`src/rtl/cociente_pkg.sv`:
```
// Shared types and helpers for the sequential quotient register.
package cociente_pkg;

  typedef enum logic [1:0] {IDLE, ACUM, FIN} cociente_estado_t;

  function automatic int unsigned idx_w(input int unsigned w);
    return (w > 1) ? $clog2(w) : 1;
  endfunction

endpackage

```
`src/rtl/module_cociente_seq_indice.sv`:
```
// Up/down bit-index counter for the quotient register, with a last-index flag.
module module_indice_cnt
  import cociente_pkg::*;
#(
  parameter int unsigned WIDTH       = 4,
  parameter bit          MSB_PRIMERO = 1'b1
) (
  input  logic                       clk,
  input  logic                       rst,
  input  logic                       load,
  input  logic                       step,
  output logic [idx_w(WIDTH)-1:0]    indice,
  output logic                       ultimo
);

  localparam int unsigned    IW      = idx_w(WIDTH);
  localparam logic [IW-1:0]  PRIMERO = MSB_PRIMERO ? IW'(WIDTH - 1) : '0;
  localparam logic [IW-1:0]  FINAL   = MSB_PRIMERO ? '0 : IW'(WIDTH - 1);

  logic [IW-1:0] idx_q, idx_d;

  // The index parks on the last position; the owner decides when to reload it.
  always_comb begin
    idx_d = idx_q;
    if (load) begin
      idx_d = PRIMERO;
    end else if (step && !ultimo) begin
      idx_d = MSB_PRIMERO ? idx_q - IW'(1) : idx_q + IW'(1);
    end
  end

  always_ff @(posedge clk) begin
    if (rst) begin
      idx_q <= PRIMERO;
    end else begin
      idx_q <= idx_d;
    end
  end

  assign indice = idx_q;
  assign ultimo = (idx_q == FINAL);

endmodule

```
`src/rtl/module_cociente_seq.sv`:
```
// Sequential quotient register: one bit (~signo) per accepted step, start/busy/done handshake.
// Optional q_cero zero-quotient flag enabled by macro COCIENTE_CERO_FLAG_EN.
module module_cociente_seq
  import cociente_pkg::*;
#(
  parameter int unsigned WIDTH       = 4,
  parameter bit          MSB_PRIMERO = 1'b1
) (
  input  logic                     clk,
  input  logic                     rst,
  input  logic                     start,
  input  logic                     enable,
  input  logic                     signo,
  output logic [WIDTH-1:0]         Q,
  output logic [idx_w(WIDTH)-1:0]  indice,
  output logic                     busy,
  output logic                     done
`ifdef COCIENTE_CERO_FLAG_EN
  ,
  output logic                     q_cero
`endif
);

  cociente_estado_t          estado_q;
  logic [WIDTH-1:0]          q_q, q_d;
  logic                      busy_q, done_q;
  logic                      cnt_load, cnt_step, cnt_ultimo;
  logic [idx_w(WIDTH)-1:0]   cnt_indice;
`ifdef COCIENTE_CERO_FLAG_EN
  logic                      q_cero_q;
`endif

  assign cnt_load = ((estado_q == IDLE) && start) || (estado_q == FIN);
  assign cnt_step = (estado_q == ACUM) && enable;

  module_indice_cnt #(
    .WIDTH       (WIDTH),
    .MSB_PRIMERO (MSB_PRIMERO)
  ) u_indice (
    .clk    (clk),
    .rst    (rst),
    .load   (cnt_load),
    .step   (cnt_step),
    .indice (cnt_indice),
    .ultimo (cnt_ultimo)
  );

  always_comb begin
    q_d             = q_q;
    q_d[cnt_indice] = ~signo;
  end

  always_ff @(posedge clk) begin
    if (rst) begin
      estado_q <= IDLE;
      q_q      <= '0;
      busy_q   <= 1'b0;
      done_q   <= 1'b0;
`ifdef COCIENTE_CERO_FLAG_EN
      q_cero_q <= 1'b0;
`endif
    end else begin
      case (estado_q)
        IDLE: begin
          done_q <= 1'b0;
          if (start) begin
            q_q      <= '0;
            busy_q   <= 1'b1;
            estado_q <= ACUM;
          end
        end
        ACUM: begin
          if (enable) begin
            q_q <= q_d;
            if (cnt_ultimo) begin
              busy_q   <= 1'b0;
              done_q   <= 1'b1;
              estado_q <= FIN;
`ifdef COCIENTE_CERO_FLAG_EN
              q_cero_q <= (q_d == '0);
`endif
            end
          end
        end
        FIN: begin
          done_q   <= 1'b0;
          estado_q <= IDLE;
`ifdef COCIENTE_CERO_FLAG_EN
          q_cero_q <= 1'b0;
`endif
        end
        default: estado_q <= IDLE;
      endcase
    end
  end

  assign Q      = q_q;
  assign indice = cnt_indice;
  assign busy   = busy_q;
  assign done   = done_q;
`ifdef COCIENTE_CERO_FLAG_EN
  assign q_cero = q_cero_q;
`endif

endmodule
```
`config.mk`:
```
export PLATFORM = sky130hd
export DESIGN_NAME = module_cociente_seq
export DESIGN_NICKNAME = d
export VERILOG_FILES = /design/src/rtl/cociente_pkg.sv /design/src/rtl/module_cociente_seq_indice.sv /design/src/rtl/module_cociente_seq.sv
export SDC_FILE = /design/constraint.sdc
export NUM_CORES = 1
export LEC_CHECK = 0
export CAP_MARGIN = 20
export CORE_MARGIN = 10
export CORE_UTILIZATION = 37
export CTS_CLUSTER_SIZE = 8
export DETAILED_ROUTE_END_ITERATION = 10
export SETUP_SLACK_MARGIN = 0.4
export SLEW_MARGIN = 20
export SYNTH_ARGS = -nofsm -noshare
export SYNTH_HDL_FRONTEND = slang
export SYNTH_SLANG_ARGS = --single-unit
```
`constraint.sdc`:
```
create_clock -name clk -period 1.6 [get_ports clk]
set_input_delay 0.48 -clock clk [delete_from_list [all_inputs] [get_ports clk]]
set_output_delay 0.48 -clock clk [all_outputs]
set_load 0.01 [all_outputs]
```
**Run 1: I/O pins on the die edge**

Scale bar: 20 µm. Pins as bars across the die edge, other pins in grey.
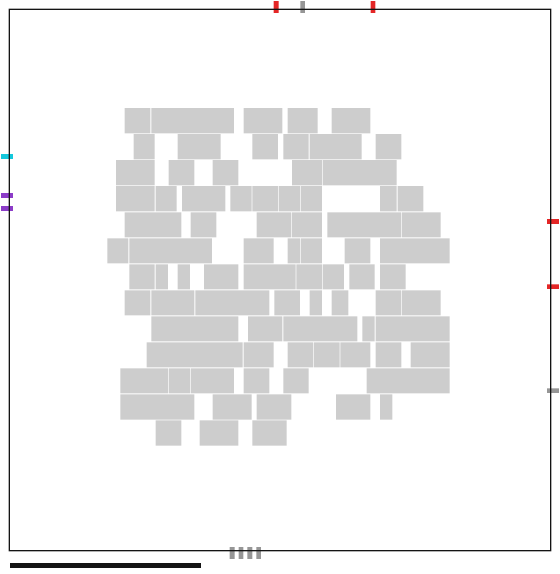
- `Q`: red (pins 4; direction output; edge 2 right, 2 top)
- `clk`: cyan (pins 1; direction input; edge left)
- `indice`: purple (pins 2; direction output; edge left)
- all pins by edge: 4 bottom, 3 right, 3 top, 3 left
horizontal extent of the die: 56.46 µm
number of port buffers: 12
vertical extent of the die: 56.46 µm

**Run 1: layout detail**

Region (32, 32) to (52, 52) µm. Cells in grey, sequential cells in the stronger grey; small squares are vias.
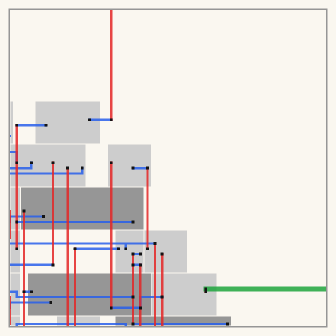
- metal 1: blue
- metal 2: red
- metal 3: green
- cells with their middle in the window: 8
- sequential cells in the window: 2
- most frequent: dfxtp_2 (2), buf_6 (2), buf_4 (2)
- netlist names of flops here include: `Q` (2)

**Run 1: placement view**

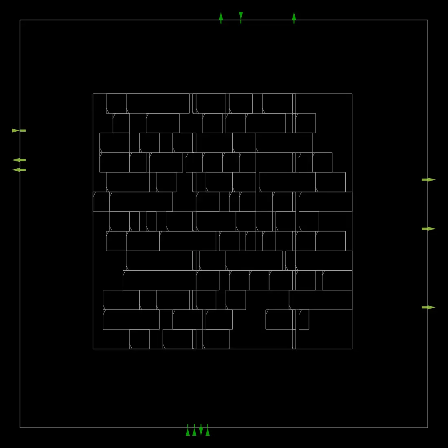
final cell count without fillers: 96
Std-Cell Core Area: 1269 µm²
final-layout fill cell count: 109
tapcells inserted: 15

==> reports/qor.csv, run 1 <==
stage,metric,value,unit
sta,fin_skew,0.002398,ns
cells_and_area,final_common_cell,sky130_fd_sc_hd__buf_4,
critical_path,reg_to_reg_critical_path_startpoint,u_indice.indice[1],
critical_path,slowest_delay,0.46,ns
cells_and_area,layout.non_clock_inverters,3,
detailed_routing,uppermost_metal_layer_occupied_by_signal_nets,met4,
cts,root_buffer,sky130_fd_sc_hd__clkbuf_4,
global_routing,global_route.usage.total,0.09526,
cells_and_area,comb_share,0.3743,
synth,synthesis.area_per_instance,10.04,µm²
status,outcome,"complete, no violations",
power,power_sequential,267,µW
min_path,worstHoldPathCells,2,
sta,timing.final.setup_violations,0,
cells_and_area,nClkBuffers,4,
cells_and_area,final-nonclk-buf-share,0.2943,
synth,ys_seq_frac,0.4071,
sta,timing_max_transition_violations_final,0,
cells_and_area,synthToLayoutAreaGrowth,78.12,%
detailed_routing,routed_wire_length_per_instance,15.00,µm
global_routing,grt_start_max_net_pins,11,
synth,synth_warnings,0,
global_routing,groute.layer.met3.usage,0.05843,
sta,grt_setup_unrepaired,true,
cells_and_area,flops,10,
critical_path,crit_path_start_kind,register,
synth,synthTopCellsByCount,"sky130_fd_sc_hd__dfxtp_1 (10), sky130_fd_sc_hd__a31oi_1 (5), sky130_fd_sc_hd__ha_1 (5)",
power,dominant_power_group,sequential cells,
cells_and_area,layout_top_cells,"sky130_fd_sc_hd__buf_4 (17), sky130_fd_sc_hd__buf_6 (8), sky130_fd_sc_hd__dfxtp_2 (6)",
global_routing,globalRouteOverflowTotal,0,
detailed_routing,route.antenna.remaining_nets,0,
cells_and_area,num-nonclk-buffers,29,
cts,clock_insertion_delay_worst_skew,0.27,ns
cells_and_area,largest_register_ff_count,4,
critical_path,path_cells,"inv_4, ha_4, nand3_2, or4b_1, a31oi_1",
sta,fmax,752.0,MHz
cts,clock-sinks,10,
critical_path,critical_path.top_delay_family,simple AND/OR/NAND/NOR gates,
synth,flip_flops_with_a_built_in_enable,0,
critical_path,worst_setup_path_end_kind,register,
## Run 2: what changed since run 1
clock period = 1.4 ns   (was 1.6 ns; I/O delays follow)
**Run 2: layout detail**

Region (32, 32) to (52, 52) µm. Cells in grey, sequential cells in the stronger grey; small squares are vias.
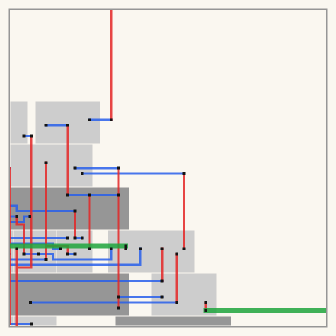
- metal 3: green
- metal 1: blue
- metal 2: red
- cells with their middle in the window: 8
- sequential cells in the window: 2
- most frequent: dfxtp_2 (2), buf_6 (2)
- netlist names of flops here include: `Q` (2)

**Run 2: I/O pins on the die edge**

Scale bar: 20 µm. Pins as bars across the die edge, other pins in grey.
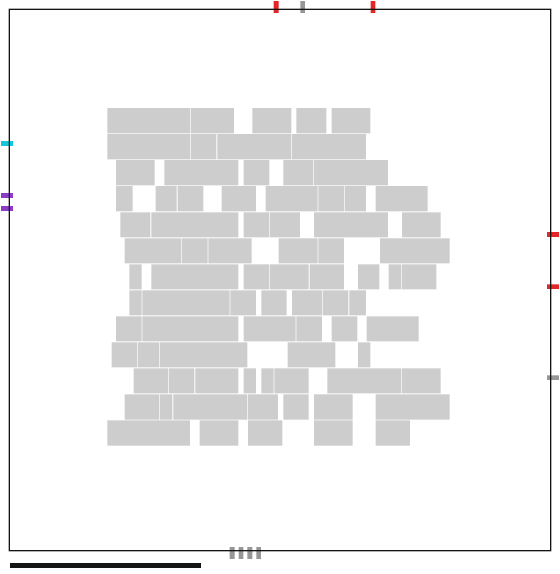
- `clk`: cyan (pins 1; direction input; edge left)
- `indice`: purple (pins 2; direction output; edge left)
- `Q`: red (pins 4; direction output; edge 2 right, 2 top)
- all pins by edge: 4 bottom, 3 right, 3 top, 3 left

**Run 2: sizing map**

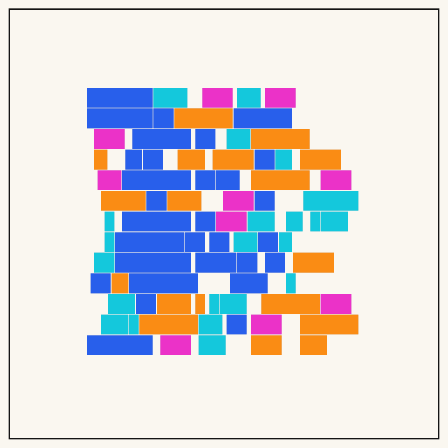
- _6 and larger: magenta (cells 10; share 13%)
- _2 cells: orange (cells 18; share 23%)
- _3 and _4 cells: blue (cells 30; share 38%)
- _0 and _1 cells: cyan (cells 22; share 28%)
setup slack after layout: 0.1038 ns
Buffers excl. clock: 28
Syn-to-layout area delta: 97.20%

==> reports/qor.csv, run 2 <==
stage,metric,value,unit
synth,synthTopCellsByCount,"sky130_fd_sc_hd__dfxtp_1 (10), sky130_fd_sc_hd__a31oi_1 (5), sky130_fd_sc_hd__ha_1 (5)",
synth,synthesis.area_per_instance,10.04,µm²
cells_and_area,layout.filler_cells,86,
min_path,worstHoldPathCells,2,
global_routing,grt_start_max_net_pins,11,
floorplanning,horizontal_extent_of_the_die,56.46,µm
cells_and_area,stdcell_count,95,
cells_and_area,comb_share,0.4490,
cells_and_area,final_common_cell,sky130_fd_sc_hd__buf_4,
floorplanning,nWellTaps,15,
global_routing,global_route.usage.total,0.08721,
sta,grt_setup_unrepaired,true,
cts,root_buffer,sky130_fd_sc_hd__clkbuf_4,
cells_and_area,flops,10,
detailed_routing,uppermost_metal_layer_occupied_by_signal_nets,met4,
status,outcome,"complete, no violations",
critical_path,worst_setup_path_end_kind,register,
power,power_sequential,305,µW
floorplanning,fp.coreArea,1269,µm²
detailed_routing,routed_wire_length_per_instance,15.54,µm
synth,flip_flops_with_a_built_in_enable,0,
detailed_routing,route.antenna.remaining_nets,0,
critical_path,reg_to_reg_critical_path_startpoint,u_indice.indice[1],
sta,timing.final.setup_violations,0,
critical_path,slowest_delay,0.46,ns
floorplanning,die-height,56.46,µm
critical_path,crit_path_start_kind,register,
placement,portBuffers,12,
global_routing,groute.layer.met3.usage,0.04045,
sta,timing_max_transition_violations_final,0,
cells_and_area,nClkBuffers,3,
synth,ys_seq_frac,0.4071,
cells_and_area,final-nonclk-buf-share,0.2594,
cts,clock-sinks,10,
## Run 3: what changed since run 2
CORE_AREA = 10 10 47 49   (was not set)
CORE_MARGIN = not set   (was 10)
CORE_UTILIZATION = not set   (was 37)
DIE_AREA = 0 0 57 59   (was not set)
**Run 3: sizing map**

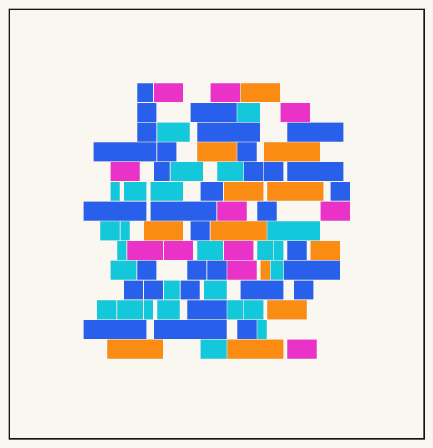
- _6 and larger: magenta (cells 11; share 13%)
- _3 and _4 cells: blue (cells 33; share 40%)
- _0 and _1 cells: cyan (cells 26; share 32%)
- _2 cells: orange (cells 12; share 15%)
Syn-to-layout area delta: 97.46%
Buffers excl. clock: 30
setup slack after layout: 0.06878 ns
final cell area excluding filler cells: 970.9 µm²

**Run 3: I/O pins on the die edge**

Scale bar: 20 µm. Pins as bars across the die edge, other pins in grey.
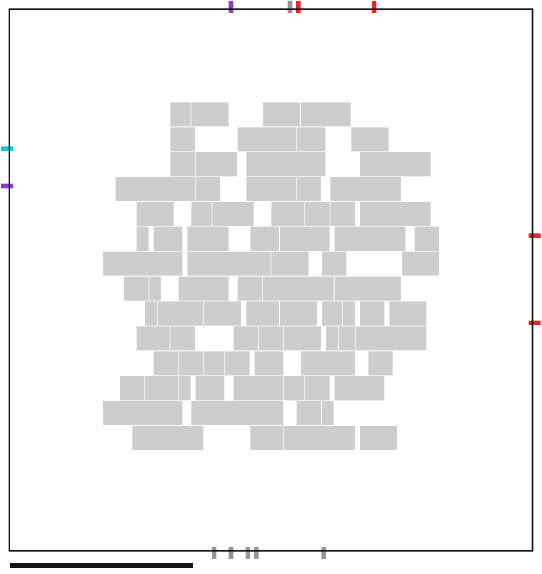
- `Q`: red (pins 4; direction output; edge 2 right, 2 top)
- `clk`: cyan (pins 1; direction input; edge left)
- `indice`: purple (pins 2; direction output; edge 1 top, 1 left)
- all pins by edge: 5 bottom, 4 top, 2 right, 2 left
vertical extent of the die: 59 µm
horizontal extent of the die: 57 µm

**Run 3: placement view**

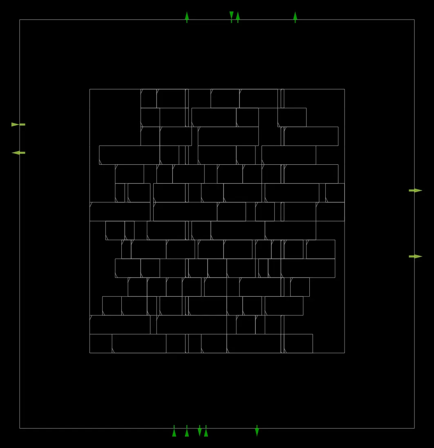
tapcells inserted: 16
Final Core Density: 0.6929
Std-Cell Core Area: 1401 µm²
register share of the cell area: 0.2281
row count: 14

==> reports/qor.csv, run 3 <==
stage,metric,value,unit
cells_and_area,stdcell_count,98,
min_path,worstHoldPathCells,2,
cts,clock_insertion_delay_worst_skew,0.27,ns
detailed_routing,uppermost_metal_layer_occupied_by_signal_nets,met4,
critical_path,critical_path.top_delay_family,simple AND/OR/NAND/NOR gates,
cells_and_area,final_common_cell,sky130_fd_sc_hd__buf_4,
cells_and_area,layout.filler_cells,99,
global_routing,groute.layer.met3.usage,0.04077,
synth,synthTopCellsByCount,"sky130_fd_sc_hd__dfxtp_1 (10), sky130_fd_sc_hd__a31oi_1 (5), sky130_fd_sc_hd__ha_1 (5)",
synth,flip_flops_with_a_built_in_enable,0,
placement,portBuffers,12,
global_routing,grt_start_max_net_pins,11,
cells_and_area,final-nonclk-buf-share,0.2822,
status,outcome,"complete, no violations",
cells_and_area,largest_register_ff_count,4,
synth,synthesis.area_per_instance,10.04,µm²
critical_path,path_cells,"inv_4, ha_4, nand3_4, or4b_1, a31oi_1",
cts,clock-sinks,10,
cts,root_buffer,sky130_fd_sc_hd__clkbuf_4,
cells_and_area,flops,10,
critical_path,crit_path_start_kind,register,
critical_path,slowest_delay,0.48,ns
cells_and_area,comb_share,0.4149,

==> screenshots <==
Placement density heat map.
image #1
The die is cut into 11 by 11 equal tiles; white is low, dark blue is high, 0 to 100% covered.
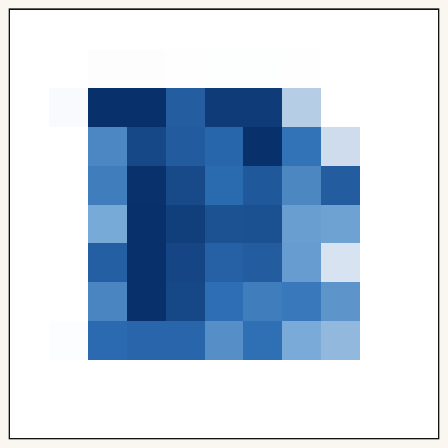
image #2
The die is cut into 11 by 11 equal tiles; white is low, dark blue is high, 0 to 100% covered.
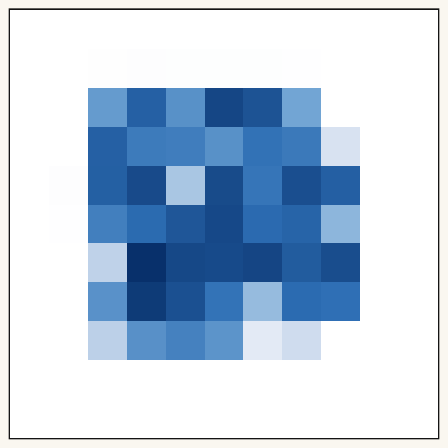
image #3
The die is cut into 11 by 12 equal tiles; white is low, dark blue is high, 0 to 100% covered.
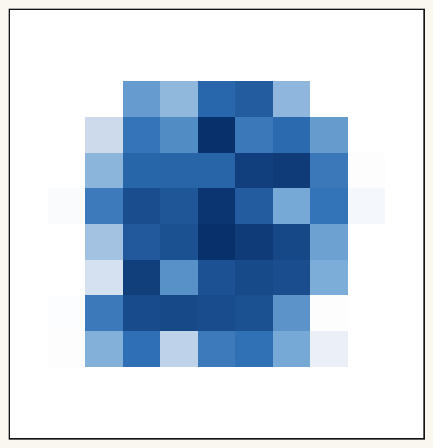
image #1: run 2
image #3: run 3
image #2: run 1

Key to image #2:
- nearly empty tiles: 61%
- fullest tile: 100%
- tiles over 75% full: 19%
- densest ninth of the die: centre
- emptiest ninth of the die: upper right

Power figures rest on the tool's default switching activity, not on a simulated workload.
